Figure 1. Routed clock nets over the placement.
The bar under the picture is 20 um long.
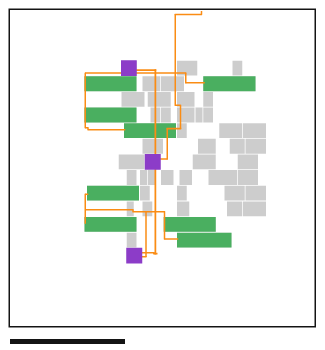
Figure 2. Clock wiring as the flow saved it.
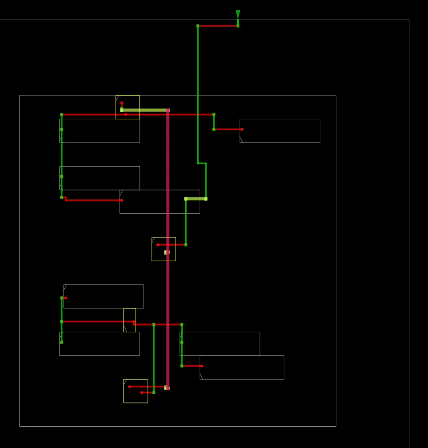
Figure 3. Cells colored by class.
The bar under the picture is 20 um long.
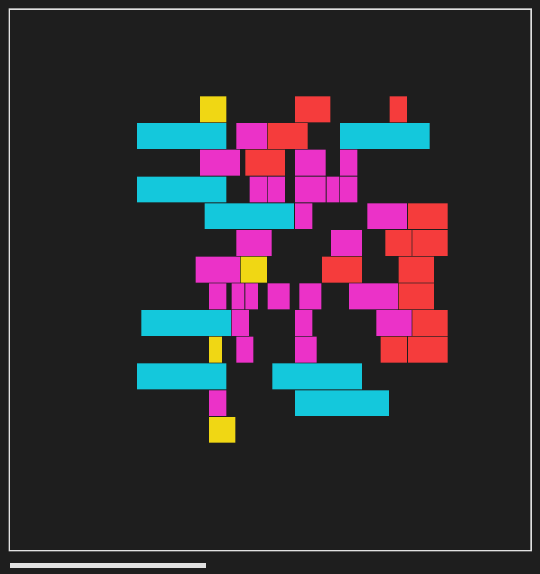
Figure 4. Power grid.
Pins as bars on the die edge. Tap cells in gray.
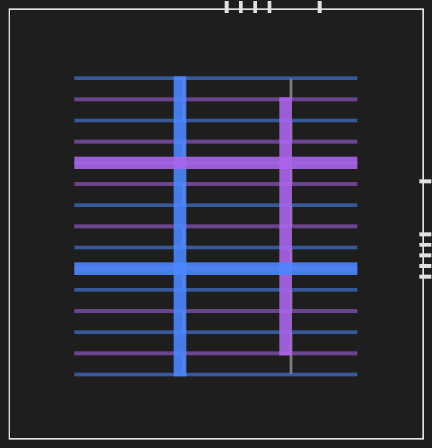
[config.mk]
export PLATFORM = sky130hd
export DESIGN_NAME = conv_encoder
export DESIGN_NICKNAME = d
export VERILOG_FILES = /design/src/rtl/conv_encoder.sv
export SDC_FILE = /design/constraint.sdc
export NUM_CORES = 1
export LEC_CHECK = 0
export CAP_MARGIN = 20
export CORE_AREA = 8 8 45 47
export DETAILED_ROUTE_END_ITERATION = 8
export DIE_AREA = 0 0 53 55
export GPL_TIMING_DRIVEN = 0
export PLACE_DENSITY = 0.6
export SYNTH_ARGS = -nofsm -noshare
export SYNTH_HDL_FRONTEND = slang
export SYNTH_SLANG_ARGS = --single-unit
[constraint.sdc]
create_clock -name clk -period 1.25 [get_ports clk]
set_input_delay 0.125 -clock clk [delete_from_list [all_inputs] [get_ports clk]]
set_output_delay 0.125 -clock clk [all_outputs]
set_load 0.05 [all_outputs]
[src/rtl/conv_encoder.sv]
// Rate-1/2 systematic feed-forward convolutional encoder with zero-tail frame termination.
// One info bit in per handshake, one (sys, parity) symbol out per cycle; K-1 tail symbols close each frame.
module conv_encoder #(
    parameter int K = 3,
    parameter logic [K-1:0] GEN = 3'b111
) (
    input  logic clk,
    input  logic rst_n,
    input  logic in_valid,
    output logic in_ready,
    input  logic in_bit,
    input  logic in_last,
    output logic out_valid,
    input  logic out_ready,
    output logic out_sys,
    output logic out_parity,
    output logic out_last
);

    localparam int SW = K - 1;
    localparam int CW = $clog2(K);

    typedef enum logic {DATA, TAIL} state_t;

    state_t          state;
    logic [SW-1:0]   sr;
    logic [CW-1:0]   tail_cnt;
    logic            free;
    logic            accept;

    // Handshake: a transfer happens on a rising edge where valid && ready; the producer
    // holds its fields stable while valid is high and ready is low.
    function automatic logic parity_of(input logic u, input logic [SW-1:0] s);
        logic p;
        p = GEN[0] & u;
        for (int i = 1; i < K; i++) begin
            p = p ^ (GEN[i] & s[i-1]);
        end
        return p;
    endfunction

    function automatic logic [SW-1:0] shift_in(input logic u, input logic [SW-1:0] s);
        logic [SW-1:0] n;
        n    = s << 1;
        n[0] = u;
        return n;
    endfunction

    assign free     = !out_valid || out_ready;
    assign in_ready = (state == DATA) && free;
    assign accept   = in_valid && in_ready;

    always_ff @(posedge clk or negedge rst_n) begin
        if (!rst_n) begin
            state      <= DATA;
            sr         <= '0;
            tail_cnt   <= '0;
            out_valid  <= 1'b0;
            out_sys    <= 1'b0;
            out_parity <= 1'b0;
            out_last   <= 1'b0;
        end else begin
            case (state)
                DATA: begin
                    if (accept) begin
                        out_sys    <= in_bit;
                        out_parity <= parity_of(in_bit, sr);
                        out_last   <= 1'b0;
                        out_valid  <= 1'b1;
                        sr         <= shift_in(in_bit, sr);
                        if (in_last) begin
                            state    <= TAIL;
                            tail_cnt <= '0;
                        end
                    end else if (out_ready) begin
                        out_valid <= 1'b0;
                    end
                end
                TAIL: begin
                    // Zero-input symbols flush the register so the trellis ends in state 0.
                    if (free) begin
                        out_sys    <= 1'b0;
                        out_parity <= parity_of(1'b0, sr);
                        out_valid  <= 1'b1;
                        sr         <= shift_in(1'b0, sr);
                        tail_cnt   <= tail_cnt + CW'(1);
                        if (tail_cnt == CW'(K - 2)) begin
                            out_last <= 1'b1;
                            state    <= DATA;
                        end else begin
                            out_last <= 1'b0;
                        end
                    end
                end
                default: state <= DATA;
            endcase
        end
    end

endmodule

==> impl_metrics.tcl <==
# implementation run metrics
set metrics [dict create \
    power.density_mw_per_mm2 2290 \
    layout.core_utilization 0.403 \
    ctsHoldBuffers 0 \
    initCoreUtil 0.280 \
    globalRouteOverflowTotal 0 \
    cts_tree "done" \
    synth_area_leader_cell "dfrtp_1" \
    warning_count 28 \
    layout.nets 59 \
    yosys-stat-area_um2 388 \
    synth_warnings 0 \
    comb_area_um2 180 \
    post_syn_instances 35 \
    critical_path.reg2reg.startpoint "out_valid" \
    gp_congestion 0.733 \
    worst_setup_path_end_kind "primary output" \
    synthToLayoutAreaGrowth_pct 43.9 \
    ys.flops 8 \
    slew_viol_final 0 \
    critical_path_peak_fanout 3 \
    ys_seq_frac 0.516 \
    ys_types 20 \
    data_required_time_at_the_worst_endpoint_ps 1120 \
    firstDrtPassIters 4 \
    setup.worst_path.class "reg -> out" \
    path_clk_slew_ps 60 \
    grt_start_max_net_pins 11 \
    syn_nets 42 \
    timing.max_cap.violations 0 \
    r2r.worst_path.cells 3 \
    netlist_area_um2 388 \
    cts-root-to-sink-buffers 2 \
    layout_top_cells "o21ai_0, dfrtp_1, clkdlybuf4s50_1" \
    top_area_cells_in_the_synthesized_netlist "dfrtp_1, o21ai_0, nand2b_4, a31oi_1, ha_1" \
    layout_setup_ws_ps 16.9 \
    first_iter_violations 5 \
    dr_total_vias 324 \
    via_count_of_the_first_global_routing_pass 314 \
    switching_power_w 0.000545 \
    grtUsageTotal 0.0711 \
    drt_wl_total_um 859 \
    ant_diodes 0 \
    rsz0062_at_grt "true" \
    seq_power_share 0.335 \
    cts_root_buf "clkbuf_4" \
    layout.cells.non_filler 67 \
    timing_hold_violations_final 0 \
    status "finished, final reports clean" \
]
## Picture notes: Figure 1
cells driving clock nets -> purple  # count 3
clock wires -> orange  # length 155 um
flip-flops -> green  # count 8
routed clock nets = 4
clk_lat worst skew: 260 ps
Power Clock: 0.000222 W
clock network power share: 0.173
Clock Skew: 3.67 ps

## Picture notes: Figure 2
total clock buffers created by CTS: 3
# clk buffers: 4
CTS Sinks: 8

## Picture notes: Figure 3
flip-flops -> cyan  # cells 8, share of their area 37%
other buffers and delay cells -> red  # cells 13, share of their area 23%
clock drivers and dummy loads -> yellow  # cells 4, share of their area 4.9%
all other logic -> magenta  # cells 26, share of their area 34%

## Picture notes: Figure 4
VDD -> purple
VSS -> blue
met5 straps = 2
met1 rails = 15
tap cells = 16
met4 straps = 2
signal pins = 11
Peak supply drop: 726 uV
height of the die: 55 um
die outline width: 53 um
area inside the core boundary: 0.00138 mm2

-- critical path, stage by stage (launching register included) --
cell and delay [ps]:
dfrtp_2 430, and2b_4 190, nor2_4 70, buf_6 150
-- cell type report --
cell class,instances,area share
Buffer,1,0.0202
Multi-Input combinational cell,25,0.323
Tap cell,16,0.0359
Clock buffer,4,0.0471
Timing Repair Buffer,12,0.206
Inverter,1,0.00673
Sequential cell,8,0.361
-- state kept, by name, summed over array words and instances, names as in the netlist --
register,flops
state,1
sr,2
tail_cnt,2
out_parity,1
out_last,1
out_valid,1
-- logic make-up after synthesis --
family | count (synthesis) | share of synthesized area
flip-flops | 8 | 0.516
AND/OR/NAND/NOR | 8 | 0.142
XOR/XNOR | 2 | 0.0452
buffers and inverters | 2 | 0.0387
AND-OR/OR-AND | 13 | 0.197
multiplexers | 1 | 0.0290
adder cells (fa/ha/maj) | 1 | 0.0323
-- worst max-delay path by stage --
stage / start / to / slack (ps) / depth (start not counted)
after floorplan: out_valid / out_valid / 90 / 2
after CTS: out_valid / in_ready / -10 / 3
after detailed placement: out_ready / in_ready / -550 / 4
after global placement: out_ready / in_ready / -550 / 4
final: out_valid / in_ready / 20 / 3
after global routing: out_valid / in_ready / -20 / 3
-- through the flow --
stage          instance area [um2]  TNS, ps  hold WS [ps]
2_1_floorplan                  397        0          -171
4_1_cts                        548    -12.6           153
3_3_place_gp                   517     -782           431
5_1_grt                        558    -23.5           175
6_report                       558        0           143
3_5_place_dp                   517     -788           438
-- routing by layer --
metal / wire length, um / track usage / part of all wire / vias to the layer above
met4: 31 / 0.0905 / 0.036 / 0
met3: 51 / 0.0214 / 0.059 / 3
met5: 0 / 0 / 0 / -
li1: - / - / - / 158
met1: 402 / 0.0809 / 0.47 / 152
met2: 373 / 0.0938 / 0.43 / 11
-- power by group through the flow --
stage	clock [W]	combinational (W)	sequential, W
6_report	0.000222	0.000629	0.000428
5_1_grt	0.000255	0.000692	0.000441
4_1_cts	0.000232	0.000635	0.000428
3_5_place_dp	0	0.000638	0.000432
3_3_place_gp	0	0.000639	0.000425
2_1_floorplan	0	0.000333	0.000554
-- cells in the mapped netlist (2+ instances only) --
| library cell | instances |
|---|---|
| a31oi_1 | 2 |
| dfrtp_1 | 8 |
| nor2_1 | 2 |
| o21ai_0 | 7 |
-- what timing repair did --
action	CTS	global route
resized	18	1
setup buffers	0	2
cloned	0	0
setup endpoints to repair	5	2
Power figures rest on the tool's default switching activity, not on a simulated workload.
